===== src/rtl/i2c_reg_target.sv =====
//------------------------------------------------------------------------------
// i2c_reg_target : oversampled I2C target exposing a byte-wide register bus.
// Optional glitch filter: define I2C_TARGET_GLITCH_FILTER_EN.
// Revision: 1.0
//------------------------------------------------------------------------------
`default_nettype none

module i2c_reg_target #(
  parameter logic [6:0] TARGET_ADDR = 7'h42,
  parameter int         PTR_W       = 4,
  parameter int         HOLD_CYC    = 4,
  parameter int         FILTER_CYC  = 3
) (
  input  logic             clk,
  input  logic             rst,
  input  logic             scl_i,
  input  logic             sda_i,
  output logic             sda_oe,
  output logic             busy,
  output logic [PTR_W-1:0] reg_addr,
  output logic [7:0]       reg_wdata,
  output logic             reg_we,
  output logic             reg_re,
  input  logic [7:0]       reg_rdata
);

  localparam int HOLD_W = $clog2(HOLD_CYC + 1);

  typedef enum logic [3:0] {
    S_IDLE      = 4'd0,
    S_ADDR      = 4'd1,
    S_ADDR_ACK  = 4'd2,
    S_PTR       = 4'd3,
    S_PTR_ACK   = 4'd4,
    S_WDATA     = 4'd5,
    S_WDATA_ACK = 4'd6,
    S_RDATA     = 4'd7,
    S_RDATA_ACK = 4'd8
  } state_t;

  logic r_scl_s1, r_scl_s2, r_sda_s1, r_sda_s2;
  logic r_scl_d, r_sda_d;
  logic w_scl, w_sda;

  // Lines idle high, so synchronizers reset to 1 to avoid phantom edges.
  always_ff @(posedge clk or posedge rst) begin
    if (rst) begin
      r_scl_s1 <= 1'b1;
      r_scl_s2 <= 1'b1;
      r_sda_s1 <= 1'b1;
      r_sda_s2 <= 1'b1;
    end else begin
      r_scl_s1 <= scl_i;
      r_scl_s2 <= r_scl_s1;
      r_sda_s1 <= sda_i;
      r_sda_s2 <= r_sda_s1;
    end
  end

`ifdef I2C_TARGET_GLITCH_FILTER_EN
  localparam int FLT_W = $clog2(FILTER_CYC + 1);

  logic             r_scl_f, r_sda_f;
  logic [FLT_W-1:0] r_scl_cnt, r_sda_cnt;

  always_ff @(posedge clk or posedge rst) begin
    if (rst) begin
      r_scl_f   <= 1'b1;
      r_sda_f   <= 1'b1;
      r_scl_cnt <= '0;
      r_sda_cnt <= '0;
    end else begin
      if (r_scl_s2 == r_scl_f) begin
        r_scl_cnt <= '0;
      end else if (r_scl_cnt == FLT_W'(FILTER_CYC - 1)) begin
        r_scl_f   <= r_scl_s2;
        r_scl_cnt <= '0;
      end else begin
        r_scl_cnt <= r_scl_cnt + 1'b1;
      end
      if (r_sda_s2 == r_sda_f) begin
        r_sda_cnt <= '0;
      end else if (r_sda_cnt == FLT_W'(FILTER_CYC - 1)) begin
        r_sda_f   <= r_sda_s2;
        r_sda_cnt <= '0;
      end else begin
        r_sda_cnt <= r_sda_cnt + 1'b1;
      end
    end
  end

  assign w_scl = r_scl_f;
  assign w_sda = r_sda_f;
`else
  assign w_scl = r_scl_s2;
  assign w_sda = r_sda_s2;
`endif

  always_ff @(posedge clk or posedge rst) begin
    if (rst) begin
      r_scl_d <= 1'b1;
      r_sda_d <= 1'b1;
    end else begin
      r_scl_d <= w_scl;
      r_sda_d <= w_sda;
    end
  end

  logic w_scl_rise, w_scl_fall, w_start, w_stop;
  assign w_scl_rise = w_scl & ~r_scl_d;
  assign w_scl_fall = ~w_scl & r_scl_d;
  assign w_start    = w_scl & r_scl_d & r_sda_d & ~w_sda;
  assign w_stop     = w_scl & r_scl_d & ~r_sda_d & w_sda;

  state_t            r_state;
  logic [2:0]        r_bit_cnt;
  logic              r_full;
  logic [7:0]        r_shift;
  logic              r_rw;
  logic              r_ack_ok;
  logic              r_re_pend;
  logic              r_load;
  logic [HOLD_W-1:0] r_hold_cnt;
  logic              r_oe_next;

  always_ff @(posedge clk or posedge rst) begin
    if (rst) begin
      r_state    <= S_IDLE;
      r_bit_cnt  <= '0;
      r_full     <= 1'b0;
      r_shift    <= '0;
      r_rw       <= 1'b0;
      r_ack_ok   <= 1'b0;
      r_re_pend  <= 1'b0;
      r_load     <= 1'b0;
      r_hold_cnt <= '0;
      r_oe_next  <= 1'b0;
      sda_oe     <= 1'b0;
      busy       <= 1'b0;
      reg_addr   <= '0;
      reg_wdata  <= '0;
      reg_we     <= 1'b0;
      reg_re     <= 1'b0;
    end else begin
      reg_we    <= 1'b0;
      reg_re    <= 1'b0;
      r_re_pend <= 1'b0;
      r_load    <= reg_re;
      if (r_load) r_shift <= reg_rdata;
      if (reg_we) reg_addr <= reg_addr + 1'b1;
      if (r_re_pend) reg_re <= 1'b1;

      // Drive changes are deferred from the SCL fall to respect data hold time.
      if (r_hold_cnt != '0) begin
        r_hold_cnt <= r_hold_cnt - 1'b1;
        if (r_hold_cnt == HOLD_W'(1)) sda_oe <= r_oe_next;
      end

      if (w_start) begin
        r_state    <= S_ADDR;
        r_bit_cnt  <= '0;
        r_full     <= 1'b0;
        busy       <= 1'b1;
        sda_oe     <= 1'b0;
        r_hold_cnt <= '0;
      end else if (w_stop) begin
        r_state    <= S_IDLE;
        r_bit_cnt  <= '0;
        r_full     <= 1'b0;
        busy       <= 1'b0;
        sda_oe     <= 1'b0;
        r_hold_cnt <= '0;
      end else begin
        if (w_scl_rise) begin
          case (r_state)
            S_ADDR, S_PTR, S_WDATA: begin
              r_shift   <= {r_shift[6:0], w_sda};
              r_bit_cnt <= r_bit_cnt + 1'b1;
              if (r_bit_cnt == 3'd7) r_full <= 1'b1;
            end
            S_RDATA: begin
              r_bit_cnt <= r_bit_cnt + 1'b1;
              if (r_bit_cnt == 3'd7) r_full <= 1'b1;
            end
            S_RDATA_ACK: begin
              r_ack_ok <= ~w_sda;
              if (!w_sda) begin
                reg_addr  <= reg_addr + 1'b1;
                r_re_pend <= 1'b1;
              end
            end
            default: ;
          endcase
        end

        if (w_scl_fall) begin
          case (r_state)
            S_ADDR: begin
              if (r_full) begin
                r_full <= 1'b0;
                if (r_shift[7:1] == TARGET_ADDR) begin
                  r_state    <= S_ADDR_ACK;
                  r_rw       <= r_shift[0];
                  reg_re     <= r_shift[0];
                  r_oe_next  <= 1'b1;
                  r_hold_cnt <= HOLD_W'(HOLD_CYC);
                end else begin
                  r_state <= S_IDLE;
                  busy    <= 1'b0;
                end
              end
            end
            S_ADDR_ACK: begin
              r_state    <= r_rw ? S_RDATA : S_PTR;
              r_oe_next  <= r_rw & ~r_shift[7];
              r_hold_cnt <= HOLD_W'(HOLD_CYC);
            end
            S_PTR: begin
              if (r_full) begin
                r_full     <= 1'b0;
                reg_addr   <= r_shift[PTR_W-1:0];
                r_state    <= S_PTR_ACK;
                r_oe_next  <= 1'b1;
                r_hold_cnt <= HOLD_W'(HOLD_CYC);
              end
            end
            S_WDATA: begin
              if (r_full) begin
                r_full     <= 1'b0;
                reg_we     <= 1'b1;
                reg_wdata  <= r_shift;
                r_state    <= S_WDATA_ACK;
                r_oe_next  <= 1'b1;
                r_hold_cnt <= HOLD_W'(HOLD_CYC);
              end
            end
            S_PTR_ACK, S_WDATA_ACK: begin
              r_state    <= S_WDATA;
              r_oe_next  <= 1'b0;
              r_hold_cnt <= HOLD_W'(HOLD_CYC);
            end
            S_RDATA: begin
              if (r_full) begin
                r_full     <= 1'b0;
                r_state    <= S_RDATA_ACK;
                r_oe_next  <= 1'b0;
              end else begin
                r_shift    <= {r_shift[6:0], 1'b0};
                r_oe_next  <= ~r_shift[6];
              end
              r_hold_cnt <= HOLD_W'(HOLD_CYC);
            end
            S_RDATA_ACK: begin
              if (r_ack_ok) begin
                r_state   <= S_RDATA;
                r_oe_next <= ~r_shift[7];
              end else begin
                r_state   <= S_IDLE;
                busy      <= 1'b0;
                r_oe_next <= 1'b0;
              end
              r_hold_cnt <= HOLD_W'(HOLD_CYC);
            end
            default: ;
          endcase
        end
      end
    end
  end

endmodule

`default_nettype wire


===== config.mk =====
export PLATFORM = sky130hd
export DESIGN_NAME = i2c_reg_target
export DESIGN_NICKNAME = d
export VERILOG_FILES = /design/src/rtl/i2c_reg_target.sv
export SDC_FILE = /design/constraint.sdc
export NUM_CORES = 1
export LEC_CHECK = 0
export ABC_AREA = 1
export CORE_UTILIZATION = 45
export CTS_CLUSTER_SIZE = 16
export DETAILED_ROUTE_END_ITERATION = 10
export GPL_TIMING_DRIVEN = 0
export PLACE_DENSITY = 0.66
export SYNTH_ARGS = -nofsm -noshare
export SYNTH_HDL_FRONTEND = slang
export SYNTH_SLANG_ARGS = --single-unit
export TNS_END_PERCENT = 5

===== constraint.sdc =====
create_clock -name clk -period 1.85 [get_ports clk]
set_clock_uncertainty 0.1 [all_clocks]
set_input_delay 0.4625 -clock clk [delete_from_list [all_inputs] [get_ports clk]]
set_output_delay 0.4625 -clock clk [all_outputs]
set_load 0.05 [all_outputs]

**Run 1: close-up of the layout**

Region (47, 47) to (67, 67) um. Cells in grey, sequential cells in the stronger grey; small squares are vias.
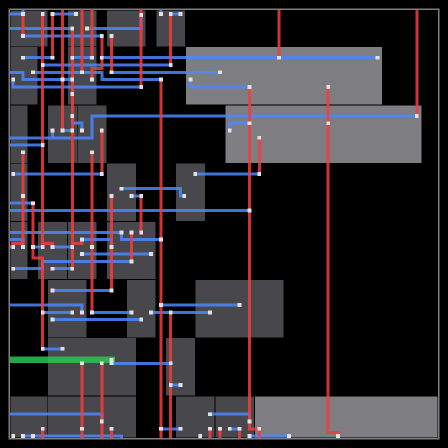
colour	layer
blue	met1
green	met3
red	met2
sequential cells in the window	3
most frequent	nand2_1 (7), nand3_1 (3), dfrtp_1 (3)
cells with their middle in the window	27
netlist names of flops here include	reg_addr (2), r_state (1)

**Run 1: clock wiring as the flow saved it**

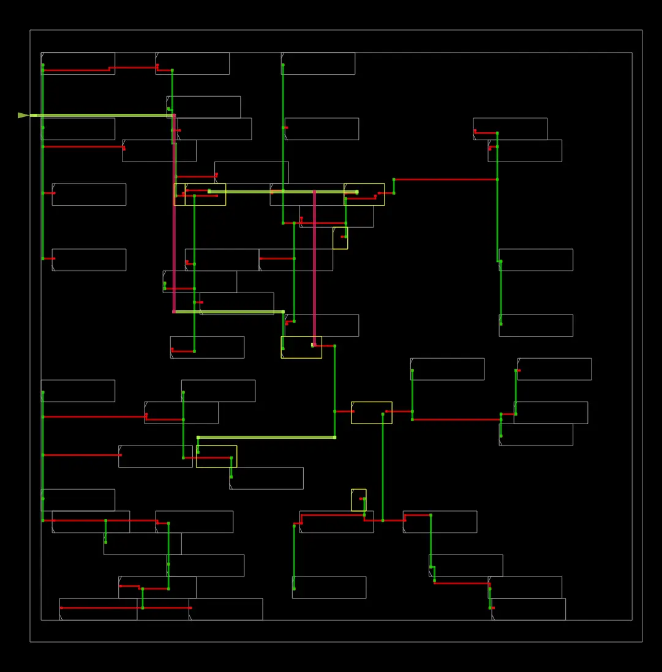
total clock buffers created by CTS: 5
clock net sink count: 46
Clk power: 0.589 mW

**Run 1: metal 2**

(4 px per um)
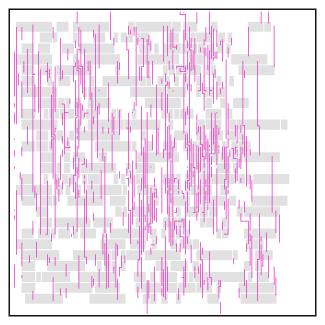
nets with wire on the layer	269
wire length on this layer	2380 um
overall routed net length: 5.16 mm
routing usage on met2: 0.323
total vias in the final route: 2013

==> summary.txt, run 1 <==
Summary of implementation figures.

Worst setup path
The type of the worst setup path is reg2out. The kind of end point of the critical path is an output pin. The cell with the biggest individual delay on the critical path is clkdlybuf4s15_1. The cell type group with the largest total delay on the critical path is buffers and inverters. The maximum fanout along the worst path is 5.

The register-to-register setup slack is 160 ps. The end of the worst register-to-register path is reg_addr[0]. For the worst reg-to-reg path, the startpoint reported by OpenROAD is r_scl_d. The critical path goes through clkdlybuf4s15_1. The number of cells traversed by the worst register-to-register path is 8.

STA puts the critical path data arrival time at 1220 ps. The cell depth of the worst setup path is 1. The number of buffers and inverters on the critical path is 1.

The worst setup path is launched from a register. The biggest cell delay along the critical path is 520 ps. The required time of the critical path is 1290 ps.

Clock tree
No sink is reached through more buffers than the 2 on the longest clock path. Per the CTS log, the root buffer master is clkbuf_8. The CTS tree is done. For reference, the clock transition at the flip-flops on the worst setup and hold paths is 80 ps.

Post-CTS timing repair inserted 0 buffers for setup. Per the CTS log, the maximum H-tree level is 2. The later pin in the worst-skew pair is clocked with a latency of 300 ps.

After clock tree synthesis, the flow added hold-fix buffers numbering 0.

Run
The number of maximum-capacitance violations recorded for the run is 0. Across all stage logs, warnings added up to 29.

Logic synthesis
The yosys stat cell total is 296. The cell taking the most area after synthesis is dfrtp_1. In this run, synthesis produced a sequential element count of 46. The chip area line in the Yosys stat output reads 0.00248 mm^2. The count of cell types in the netlist is 32. By count the netlist is led by nand2_1 (62), dfrtp_1 (40), inv_1 (33), nor2_1 (27), o21ai_0 (21). The top cell type's share of synthesized area is 0.403.

The number of nets at floorplan is 314. The predominant post-synthesis flop cell is dfrtp_1. Per Yosys stat, the portion of area used by sequential elements is 0.467. The post-synthesis cell count is 296. The count of warnings emitted by yosys is 0.

The proportion of synthesized flip-flops having asynchronous set or reset is 1.00. The most frequently used cell type in the post-synthesis netlist is nand2_1. The synthesized design contains 0 enable-type register cells. Before any placement, the netlist area is recorded as 0.00248 mm^2. The post-synthesis average cell area is 8.38 um^2. The main area contributors are dfrtp_1 (40%), nand2_1 (9.4%), dfstp_2 (6.4%).

GRT
The total grt overflow is 0. The first-pass GRT wire length is 9.18 mm. Entering global routing, the biggest net connects 29 pins. Across every metal layer, demand over resource in global routing totals 0.200.

The number of global-route vias before repair is 1959. The number of antenna violations at the first check in global routing came to 0.

Final timing
The timing-limited maximum frequency is 562 MHz. The worst hold margin is 258 ps. The number of pins exceeding their max-slew limit in the final report is 0. For the finished layout, the period the worst path requires is 1780 ps. The final-report setup violation count is 0. Post-route period utilization is reported as 0.962. The headroom to the max-slew limit is 0.662. At the pin with the least slew margin, the transition time is 510 ps. The final tally of hold violations is 0. Setup repair after global routing could not meet its margin everywhere.

Cells and area
The number of inserted filler cells in the final layout is 524. The number of inserted diodes is 0. The final net count is 349. The proportion of layout cells with a drive suffix above 1 is 0.175. Measured on the finished design, the core utilization comes to 0.562. Per the run report, area growth between synthesis and finish was 17.9%.

Detailed routing
In the routed layout, each cell is associated on average with a via count of 5.01. The detailed router's first-iteration violation count is 162. The number of DRC violations after detailed routing is 0. The sum of routed wire segments on met1 is 2.54 mm.

The routed wirelength normalized by instance count is 12.8 um. Once detail routing completed, the nets flagged for antenna violations numbered 0. According to the report, the first pass of detailed routing completed in 4 iterations. The length of routed met3 wiring is 176 um. The routed design uses 2.38 mm of met2 wire. Routed signal wires occupy layers up through met4.

Power and ir drop
The worst ir drop on vdd is 0.551 mV. The total power is 3.04 mW. The power per cell area is 1040 mW/mm^2. The power report puts the leakage power at 1.42 nW.

Place
Routability-driven placement finished with a final weighted congestion of 0.897. According to the dpl log, the detail-placed design has an HPWL of 3.92 mm. Buffers placed on the I/O ports in this run total 27.

Min path
Counting instances, the worst hold path has a depth of 0. The worst min-delay path class is reg2reg. The startpoint identified for the worst hold timing path is r_scl_s1. The worst hold path terminates at r_scl_s2.

Die
According to the floorplan report, the placeable core area is 0.00520 mm^2. According to the floorplan report, the total die area is 0.00581 mm^2. The floorplan has 26 rows. The number of top-level pins is 28. The vertical die dimension is 76.3 um. The horizontal die dimension is 76.3 um.

The effective utilization at floorplan is 0.477.

Outcome
The flow ran to the end, and the final reports show no timing, DRC or antenna violations.
[run 1: cell type report]
| cell class | count | area (um^2) | area share |
|---|---|---|---|
| sequential | 46 | 1160 | 0.396 |
| multi-input combinational | 205 | 1130 | 0.385 |
| timing repair buffer | 28 | 273 | 0.0933 |
| inverter | 40 | 154 | 0.0526 |
| tap | 70 | 87.6 | 0.0300 |
| clock buffer | 6 | 72.6 | 0.0248 |
| buffer | 5 | 42.5 | 0.0145 |
| clock inverter | 2 | 10.0 | 0.00342 |
[run 1: where the power goes]
group	total, mW	internal, mW	switching, mW
Clock	0.589	0.262	0.327
Sequential	1.35	1.21	0.139
Combinational	1.10	0.369	0.731
Total	3.04	1.84	1.20
[run 1: repair_timing]
item | 4_1_cts | 5_1_grt
endpoints found under the setup margin | 16 | 3
hold endpoints to repair | 0 | 0
pin swaps | 0 | 0
resized | 21 | 2
[run 1: layer usage]
layer / global-route usage / vias up
met4: 0.0577 / 0
met5: 0 / -
met1: 0.275 / 925
met3: 0.0347 / 6
li1: - / 1038
met2: 0.323 / 44
[run 1: worst reg2reg max path, stage by stage (launching register included)]
cell     delay, ps
dfstp_2        530
inv_1           60
nor2_4         190
nand2_2        140
nor2_4         160
inv_2           80
o21ai_0        160
inv_1           50
a21oi_1        140
[run 1: state kept, by name, indices dropped and copies added (netlist names), 3 cells and up]
name and count:
reg_wdata 8, r_hold_cnt 3, reg_addr 4, r_shift 8, r_state 4, r_bit_cnt 3
[run 1: cell usage in the layout (no fill, tap or decap), types with 6 or more instances in the layout]
cell	n
a21oi_1	20
dlygate4sd2_1	12
clkdlybuf4s50_1	11
o21ai_0	21
nand2_1	62
inv_2	6
o21ai_2	8
inv_1	32
dfstp_2	6
nor2_1	27
ha_1	6
nand3_1	17
nand4_1	8
dfrtp_1	40
[run 1: worst max path at each step]
stage,startpoint,endpoint,slack [ps]
2_1_floorplan,rst,busy,210
3_3_place_gp,rst,reg_addr[0],-720
3_5_place_dp,reg_we,reg_we,10
4_1_cts,reg_addr[2],reg_addr[2],8
5_1_grt,r_scl_d,reg_addr[3],-4
6_report,reg_addr[1],reg_addr[1],70
[run 1: per-stage QoR]
| step | area, um^2 | setup TNS, ps | setup WS [ps] | cells |
|---|---|---|---|---|
| final | 2920 | 0 | 69.8 | 402 |
| after detailed placement | 2860 | 0 | 12.7 | 394 |
| after floorplan | 2480 | 0 | 210 | 296 |
| after CTS | 2930 | 0 | 8.08 | 402 |
| after global routing | 2920 | -3.57 | -3.57 | 402 |
| after global placement | 2840 | -30770 | -721 | 393 |
[run 1: kinds of logic (layout without fill, tap and decap cells)]
family | count (synthesis) | in the layout | share of synthesized area
simple gates | 137 | 137 | 0.274
compound gates | 59 | 59 | 0.139
flops | 46 | 46 | 0.467
buf+inv | 45 | 81 | 0.0792
fa+ha+maj | 6 | 6 | 0.0303
xor+xnor | 3 | 3 | 0.0106
**Run 1: wiring by layer**

(8 px per um) Two of the layers only.
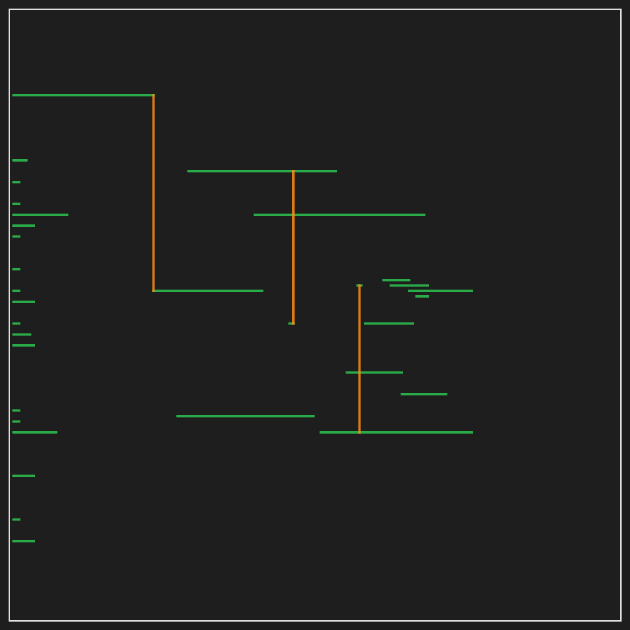

## Run 2: what changed since run 1
--- a/config.mk
+++ b/config.mk
@@ -11,6 +11,7 @@
 export DETAILED_ROUTE_END_ITERATION = 10
 export GPL_TIMING_DRIVEN = 0
 export PLACE_DENSITY = 0.66
+export SKIP_CTS_REPAIR_TIMING = 1
 export SYNTH_ARGS = -nofsm -noshare
 export SYNTH_HDL_FRONTEND = slang
 export SYNTH_SLANG_ARGS = --single-unit
**Run 2: wiring by layer**

(8 px per um) Two of the layers only.
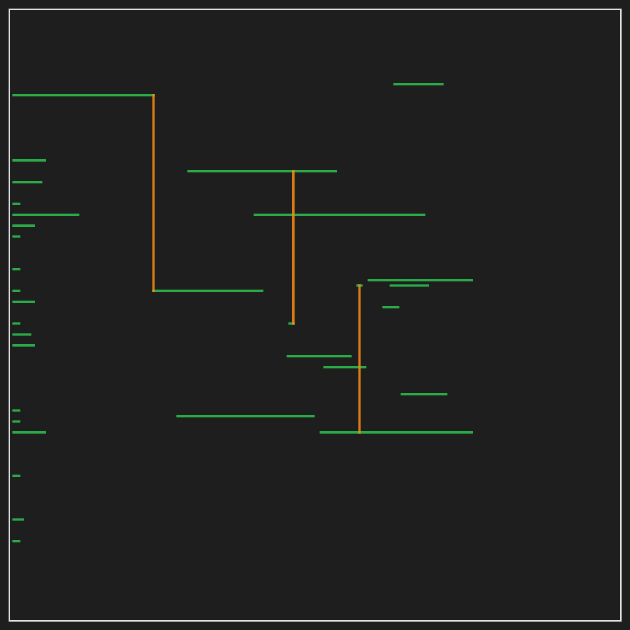
colour	layer	wire length
orange	met4	61.9 um
green	met3	187 um
Tot GR Track Use: 0.199
WL/cell: 12.9 um
overall routed net length: 5.19 mm

**Run 2: close-up of the layout**

Region (47, 47) to (67, 67) um. Cells in grey, sequential cells in the stronger grey; small squares are vias.
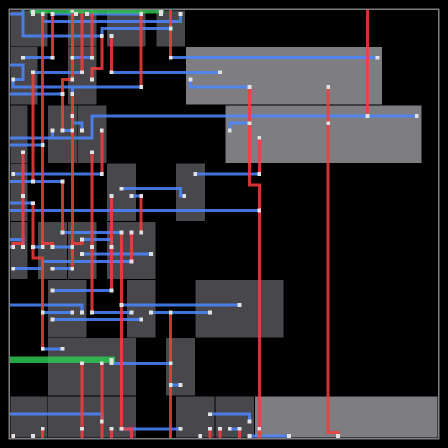
colour	layer
green	met3
blue	met1
red	met2
most frequent	nand2_1 (7), nand3_1 (3), dfrtp_1 (3)
netlist names of flops here include	reg_addr (2), r_state (1)
cells with their middle in the window	27
sequential cells in the window	3

**Run 2: metal 2**

(4 px per um)
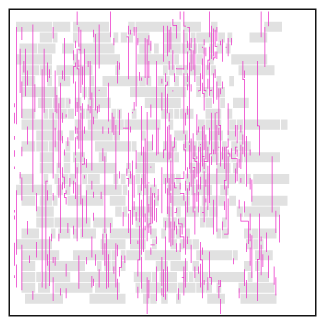
main direction	vertical
nets with wire on the layer	269
routing usage on met2: 0.322

==> run 2 against run 1 <==
Synthesized area unchanged. Sequential cell count unchanged. Maximum frequency up 0.45%. Synthesized cell count is the same. Clock power hardly changed. Combinational power is essentially flat. Register-to-register slack better by 20 ps. Non-clock buffer count did not move. First-iteration DRC count increased by 0.62%. Final area grew 2.0%. Global-route usage decreased by 0.052 points. Critical path type unchanged. Critical endpoint is now reg_we. Largest power group unchanged.
==> summary.txt, run 2 <==
Summary of implementation figures.

Die
The number of top-level pins is 28 (unchanged). The floorplan row count came to 26 (unchanged). The vertical die dimension is 76.3 um (unchanged).

The horizontal die dimension is 76.3 um (unchanged). The area of the core was 0.00520 mm^2 (unchanged). The effective utilization at floorplan came to 0.477 (unchanged). The chip area is 0.00581 mm^2 (unchanged).

Min path
The worst min-delay path class is reg2reg. The launch point of the worst min-delay path is recorded as r_scl_s1. The hold path depth is 0 (unchanged).

The worst hold endpoint is r_scl_s2.

Final timing
Setup repair after global routing could not meet its margin everywhere. The number of pins exceeding their max-slew limit in the final report is 0 (unchanged). The transition at the pin with the smallest max-transition slack is 521 ps (+10.9 ps). The timing-limited maximum frequency was 564 MHz (+0.45%). The final-report setup violation count is 0 (unchanged). The final worst-path setup slack is 77.7 ps (+7.91 ps).

The post-route fraction of the period consumed by the critical path is 0.958 (-0.00427). The final critical delay including setup and external delays is 1770 ps (-7.91 ps). The sum of negative setup slack came to 0 ps (unchanged). The worst hold margin is 258 ps (-0.138 ps). The headroom to the max-slew limit came to 0.652 (-0.00918). The final tally of hold violations came to 0 (unchanged).

Worst setup path
The biggest cell delay along the critical path is 460 ps (-60 ps). The worst endpoint data arrival time came to 1210 ps (about the same). The number of cells traversed by the worst register-to-register path was 8 (unchanged). The end of the worst register-to-register path is reg_addr[0]. The startpoint identified for the worst register-to-register timing path is r_scl_d. The kind of end point of the critical path is an output pin. The cell with the biggest individual delay on the critical path is dfrtp_1. The register-to-register setup slack is 180 ps (+20 ps). In this run the critical path is formed by dlymetal6s2s_1. STA classifies the critical path startpoint as a register. The type of the worst setup path is reg2out. The required time of the critical path was 1290 ps (about the same).

The number of buffers and inverters on the critical path is 1 (unchanged). The cell type group with the largest total delay on the critical path is flip-flops. The maximum fanout along the worst path is 7 (+2).

Place
The quantity of I/O buffers inserted on ports is 27 (unchanged). The detailed placer's ending HPWL came to 3.92 mm (unchanged). The worst slack at placement came to 12.7 ps (unchanged). The cell area after placement came to 0.00286 mm^2 (unchanged). The final weighted congestion in routability-driven placement is 0.897 (unchanged).

Cells and area
The number of inserted diodes is 0 (unchanged). Among logic cells in the layout, the one with the most instances is nand2_1. The top cell types in the final layout, fill and taps aside, are nand2_1 (62), dfrtp_1 (40), inv_1 (32). The total non-filler cell area in the finished layout is 0.00298 mm^2 (+2.0%). The registers reported with the highest flop counts are r_shift (8), reg_wdata (8). Between the synthesized netlist and the finished layout, the area growth was recorded as 20.2%. The proportion of layout cells with a drive suffix above 1 is 0.166 (-0.00904). The final net count is 349 (unchanged).

GRT
The number of global-route vias before repair was 1950 (-0.46%). The pin count of the biggest net entering global routing is 29 (unchanged). The first-pass GRT wire length is 9.15 mm (-0.31%). The total grt overflow is 0 (unchanged).

The number of antenna violations at the first check in global routing is 0 (unchanged).

Power and ir drop
The worst ir drop on vdd was 0.550 mV (-0.12%). The net switching component of the power was 1.19 mW (-0.16%). The fraction of power spent switching nets is 0.391 (-0.00292). The relative contribution of sequential cells to total power was 0.440 (-0.003).

The power per cell area is 1020 mW/mm^2 (-1.4%). The cell-internal power came to 1.86 mW (+1.1%). The standby leakage power is 1.62 nW (+14%). The portion of total power attributed to combinational logic is 0.367 (+0.005). The clock share of power was 0.193 (about the same). The total power came to 3.05 mW (+0.58%).

Clock tree
The clock net sink count is 46 (unchanged). The worst-skew pair later-pin latency came to 300 ps (about the same). The CTS tree is done.

The number of H-tree levels is 2 (unchanged). The maximum clock path buffer count is 2 (unchanged). The clock-pin transition on the worst setup and hold timing paths came to 90 ps (about the same). Looking at the clock tree report, the root buffer type is clkbuf_8. The number of CTS-inserted buffers is 5 (unchanged).

Detailed routing
The via-per-instance ratio came to 5.01 (unchanged). The detailed router's first-iteration violation count is 163 (+0.62%). The iteration tally of the first detailed-router pass is 5 (+1). The remaining antenna violation count is 0 (unchanged).

The number of DRC violations after detailed routing is 0 (unchanged). The total number of vias is 2013 (unchanged).

Logic synthesis
The number of nets at floorplan is 314 (unchanged). Counting instances in the post-synthesis netlist gives the leading cell types as nand2_1 (62), dfrtp_1 (40), inv_1 (33), nor2_1 (27), o21ai_0 (21). The most frequently used cell type in the post-synthesis netlist is nand2_1. The synthesis area per yosys was 0.00248 mm^2 (unchanged). The proportion of synthesized flip-flops having asynchronous set or reset is 1.00 (unchanged).

The post-synthesis average cell area is 8.38 um^2 (unchanged). The post-synthesis sequential element count is 46 (unchanged). The count of warnings emitted by yosys is 0 (unchanged). The count of cell types in the netlist is 32 (unchanged).

The synthesized design spends more area on one cell type than any other, namely dfrtp_1. The post-synthesis cell count is 296 (unchanged). The post-synthesis sequential area ratio is 0.467 (unchanged).

The predominant post-synthesis flop cell is dfrtp_1. The top cell type's share of synthesized area is 0.403 (unchanged). The netlist area before placement is 0.00248 mm^2 (unchanged).

The count of flip-flops with a built-in enable after synthesis is 0 (unchanged). Sorting the synthesized cells by area gives the leading types as dfrtp_1 (40%), nand2_1 (9.4%), dfstp_2 (6.4%). The yosys stat cell total is 296 (unchanged).

Outcome
The flow ran to the end, and the final reports show no timing, DRC or antenna violations.

Run
The number of violations of the max-capacitance limit was 0 (unchanged). The number of warnings in the stage logs is 29 (unchanged).
==> run 2: cell count changes in the layout (fill, tap and decap cells not counted), sizes merged <==
cell           change
dlygate4sd2       -12
clkbuf             -1
clkdlybuf4s15      -3
dlymetal6s2s      +16
==> run 2: logic make-up after synthesis <==
kind of cell    synth area share
simple gates               0.274
compound gates             0.139
flops                      0.467
buf+inv                   0.0792
fa+ha+maj                 0.0303
xor+xnor                  0.0106
==> run 2: metrics by stage <==
step / std cells / util
floorplan: 296 / -
global placement: 393 / 0.545
detailed placement: 394 / 0.549
CTS: 402 / 0.565
global route: 402 / 0.573
finish: 402 / 0.573
==> run 2: metal layers <==
| layer | vias up | wire [um] | global-route usage | part of all wire |
|---|---|---|---|---|
| li1 | 1037 | - | - | - |
| met1 | 924 | 2510 | 0.275 | 0.48 |
| met2 | 46 | 2430 | 0.322 | 0.47 |
| met3 | 6 | 186 | 0.0347 | 0.036 |
| met4 | 0 | 61 | 0.0577 | 0.012 |
| met5 | - | 0 | 0 | 0 |
==> run 2: power by group through the flow <==
stage               clock network, mW  logic (mW)  registers [mW]
floorplan                           0       0.737            1.46
global placement                    0        1.11            1.36
detailed placement                  0        1.13            1.37
CTS                             0.615        1.13            1.35
global route                    0.648        1.28            1.38
finish                          0.588        1.12            1.34
==> run 2: layout make-up <==
cell class	instances	area [um^2]
Clock buffer	6	72.6
Sequential cell	46	1160
Fill cell	516	2220
Inverter	40	154
Tap cell	70	87.6
Multi-Input combinational cell	205	1130
Clock inverter	2	10.0
Timing Repair Buffer	28	330
Buffer	5	42.5
==> run 2: worst max path at each step <==
| stage | start | slack, ps | depth (start not counted) | end |
|---|---|---|---|---|
| floorplan | rst | 210 | 1 | busy |
| global placement | rst | -720 | 2 | reg_addr[0] |
| detailed placement | reg_we | 10 | 1 | reg_we |
| CTS | reg_we | -320 | 1 | reg_we |
| global route | r_scl_d | -4 | 8 | reg_addr[3] |
| finish | reg_we | 80 | 1 | reg_we |
Power and IR drop assume default switching activity.
